<file path="config.mk">
export PLATFORM = sky130hd
export DESIGN_NAME = instr_prefetch_queue
export DESIGN_NICKNAME = d
export VERILOG_FILES = /design/src/rtl/instr_prefetch_queue.sv
export SDC_FILE = /design/constraint.sdc
export NUM_CORES = 1
export LEC_CHECK = 0
export CAP_MARGIN = 10
export CORE_MARGIN = 4
export CORE_UTILIZATION = 45
export CTS_BUF_LIST = sky130_fd_sc_hd__clkbuf_4 sky130_fd_sc_hd__clkbuf_8
export DETAILED_ROUTE_END_ITERATION = 7
export HOLD_SLACK_MARGIN = 0.05
export PLACE_DENSITY = 0.65
export SLEW_MARGIN = 15
export SYNTH_ARGS = -nofsm -noshare
export SYNTH_HDL_FRONTEND = slang
export SYNTH_SLANG_ARGS = --single-unit
</file>
<file path="constraint.sdc">
create_clock -name clk -period 6.2 [get_ports clk]
set_input_delay 1.24 -clock clk [delete_from_list [all_inputs] [get_ports clk]]
set_output_delay 1.24 -clock clk [all_outputs]
set_load 0.05 [all_outputs]
</file>
<file path="src/rtl/instr_prefetch_queue.sv">
// Instruction prefetch queue: fetches sequential words from instruction memory into a
// small circular FIFO of {instruction, pc+4}, with redirect flushing and stale-response drop.
module instr_prefetch_queue #(
    parameter int unsigned DEPTH    = 4,
    parameter logic [31:0] RESET_PC = 32'h0
) (
    input  logic        clk,
    input  logic        rst,
    input  logic        redirect,
    input  logic [31:0] redirect_pc,
    input  logic        consume,
    output logic        imem_req,
    output logic [31:0] imem_addr,
    input  logic        imem_ack,
    input  logic [31:0] imem_data,
    output logic        o_valid,
    output logic [31:0] o_com,
    output logic [31:0] o_pc_plus4,
    output logic [3:0]  o_count
);

    localparam int unsigned PW      = $clog2(DEPTH);
    localparam logic [3:0]  DEPTH_C = 4'(DEPTH);

    typedef enum logic [1:0] {
        S_IDLE,
        S_WAIT,
        S_DROP
    } state_t;

    state_t         state, state_next;
    logic [31:0]    fetch_pc, fetch_pc_next;
    logic [31:0]    addr_next;
    logic [31:0]    addr_plus4;
    logic [3:0]     count, count_next;
    logic [PW-1:0]  wr_ptr, rd_ptr;
    logic           push, pop;

    logic [31:0]    mem_instr [DEPTH];
    logic [31:0]    mem_pc4   [DEPTH];

    assign addr_plus4 = imem_addr + 32'd4;

    // Redirect wins over both queue operations.
    assign push       = (state == S_WAIT) && imem_ack && !redirect;
    assign pop        = consume && o_valid && !redirect;
    assign count_next = count + {3'b000, push} - {3'b000, pop};

    assign imem_req   = (state != S_IDLE);
    assign o_valid    = (count != 4'd0);
    assign o_count    = count;
    assign o_com      = o_valid ? mem_instr[rd_ptr] : 32'h0;
    assign o_pc_plus4 = o_valid ? mem_pc4[rd_ptr]   : 32'h0;

    // NOTE: every output of this block gets a default first so no path leaves one unassigned (no latch).
    always_comb begin
        state_next    = state;
        addr_next     = imem_addr;
        fetch_pc_next = fetch_pc;
        if (redirect) begin
            fetch_pc_next = redirect_pc & 32'hFFFF_FFFC;
        end
        unique case (state)
            S_IDLE: begin
                if (!redirect && (count_next < DEPTH_C)) begin
                    state_next = S_WAIT;
                    addr_next  = fetch_pc;
                end
            end
            S_WAIT: begin
                if (redirect) begin
                    state_next = imem_ack ? S_IDLE : S_DROP;
                end else if (imem_ack) begin
                    fetch_pc_next = addr_plus4;
                    if (count_next < DEPTH_C) begin
                        addr_next = addr_plus4;
                    end else begin
                        state_next = S_IDLE;
                    end
                end
            end
            S_DROP: begin
                // The stale response is swallowed; only fetch_pc tracks new redirects.
                if (imem_ack) begin
                    state_next = S_IDLE;
                end
            end
            default: state_next = S_IDLE;
        endcase
    end

    // NOTE: state registers use non-blocking assignments so every flop samples pre-edge values.
    always_ff @(posedge clk or negedge rst) begin
        if (!rst) begin
            state     <= S_IDLE;
            fetch_pc  <= RESET_PC;
            imem_addr <= 32'h0;
            count     <= 4'd0;
            wr_ptr    <= '0;
            rd_ptr    <= '0;
        end else begin
            state     <= state_next;
            fetch_pc  <= fetch_pc_next;
            imem_addr <= addr_next;
            if (redirect) begin
                count  <= 4'd0;
                wr_ptr <= '0;
                rd_ptr <= '0;
            end else begin
                count <= count_next;
                if (push) wr_ptr <= wr_ptr + PW'(1);
                if (pop)  rd_ptr <= rd_ptr + PW'(1);
            end
        end
    end

    // NOTE: storage is not reset; the head is masked by o_valid, so stale contents never escape.
    always_ff @(posedge clk) begin
        if (push) begin
            mem_instr[wr_ptr] <= imem_data;
            mem_pc4[wr_ptr]   <= addr_plus4;
        end
    end

endmodule

</file>
Sequential cells grouped by signal name:
Other sequential cells in the stronger grey, the rest of the logic in the fainter grey.
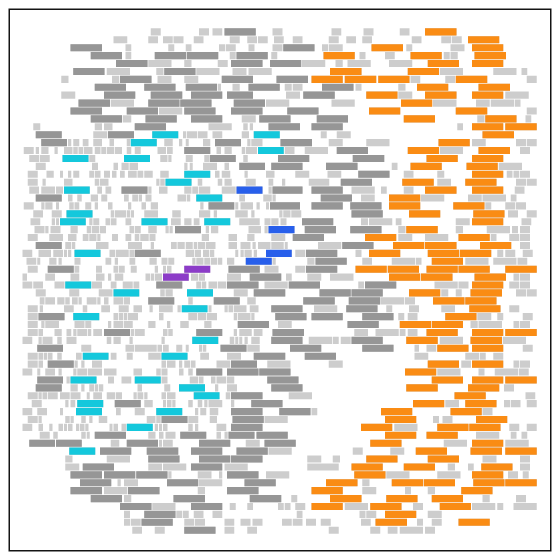
colour	netlist name	flops
purple	state	2
orange	mem_instr	128
cyan	imem_addr	32
blue	o_count	4
not coloured	164
Sequential Area: 9550 um^2
final core utilization: 0.562

Track usage over the die:
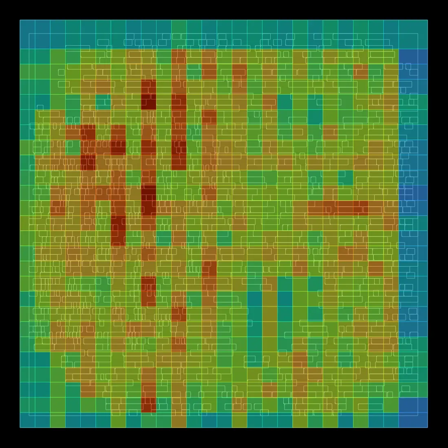
GR peak layer: met2
DR WL/cell: 20.7 um

Logic cells by family:
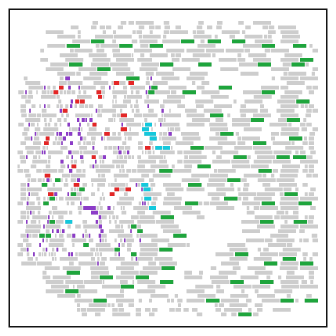
colour	family	cells
purple	nand cells	104
red	non-inverting ao/oa cells	24
green	mux cells	80
cyan	fa/ha/maj cells	11

==> job_summary.md <==
## Implementation flow summary

| Metric | Value |
|---|---|
| HP Class | reg -> reg |
| Hold EP | imem_addr[1] |
| Distinct cells, synth | 56 |
| Clock power frac | 0.220 |
| Sw frac | 0.407 |
| HPWL Detailed | 19,100 um |
| Critical Path, Cell by Cell | buf_12 > mux4_2 > and2_1 > clkdlybuf4s50_1 |
| Tapcell count | 396 |
| P_leak | 5.92 nW |
| Ys Warns | 0 |
| CTS tree | done |
| Total CTS buffers | 54 |
| Sequential share of cell area | 0.551 |
| Dominant combinational family | multiplexers |
| Boundary pin count | 171 |
| Dpl cells | 1,450 |
| Final period util | 0.721 |
| Synth Area in Adders | 0.0102 |
| Flop count | 330 |
| Global-route wire length before repair | 50,200 um |
| Mapped cell area | 14,200 um^2 |
| R2r endpoint | imem_addr[16] |
| Simple Share, Synth | 0.111 |
| H-tree levels | 2 |
| Layout non-clock buf frac | 0.102 |
| Worst Setup SP | rd_ptr[0] |
| Number of max-cap violations | 0 |
| Outcome | complete, no violations |
| Detailed router's first-iteration violation count | 574 |
| Layout fillers | 2,518 |
| Resize count post-CTS | 0 |
| Die X | 186 um |
| Finished Cell Area | 17,300 um^2 |
| Startpoint Class | flop |
| Worst Setup End Kind | output pin |
| Placed cell area | 16,200 um^2 |
| CP Capture Point | o_pc_plus4[25] |
| Most frequent cells in the layout | edfxtp_1 (256), clkdlybuf4s50_1 (166), dfrtp_1 (72), and2_1 (69) |
| Synth mux share | 0.113 |
The metal 2 layer:
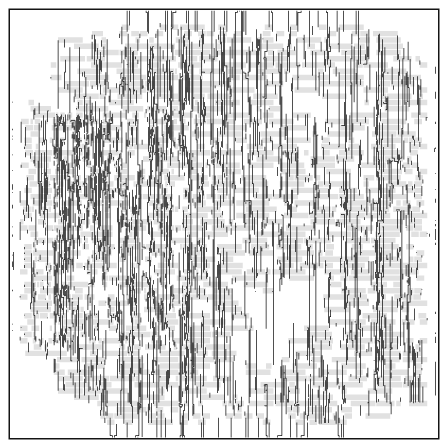
main direction	vertical
share of all routed wire	47%
wire length on this layer	15,000 um
WL final: 32,000 um
met2 usage: 0.300
DR vias: 8,544

Met3 routing:
Scale bar: 50 um.
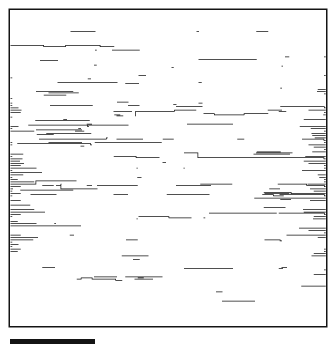
main direction	horizontal
nets with wire on the layer	150
wire length on this layer	2,330 um
share of all routed wire	7.3%

Power and IR drop assume default switching activity.
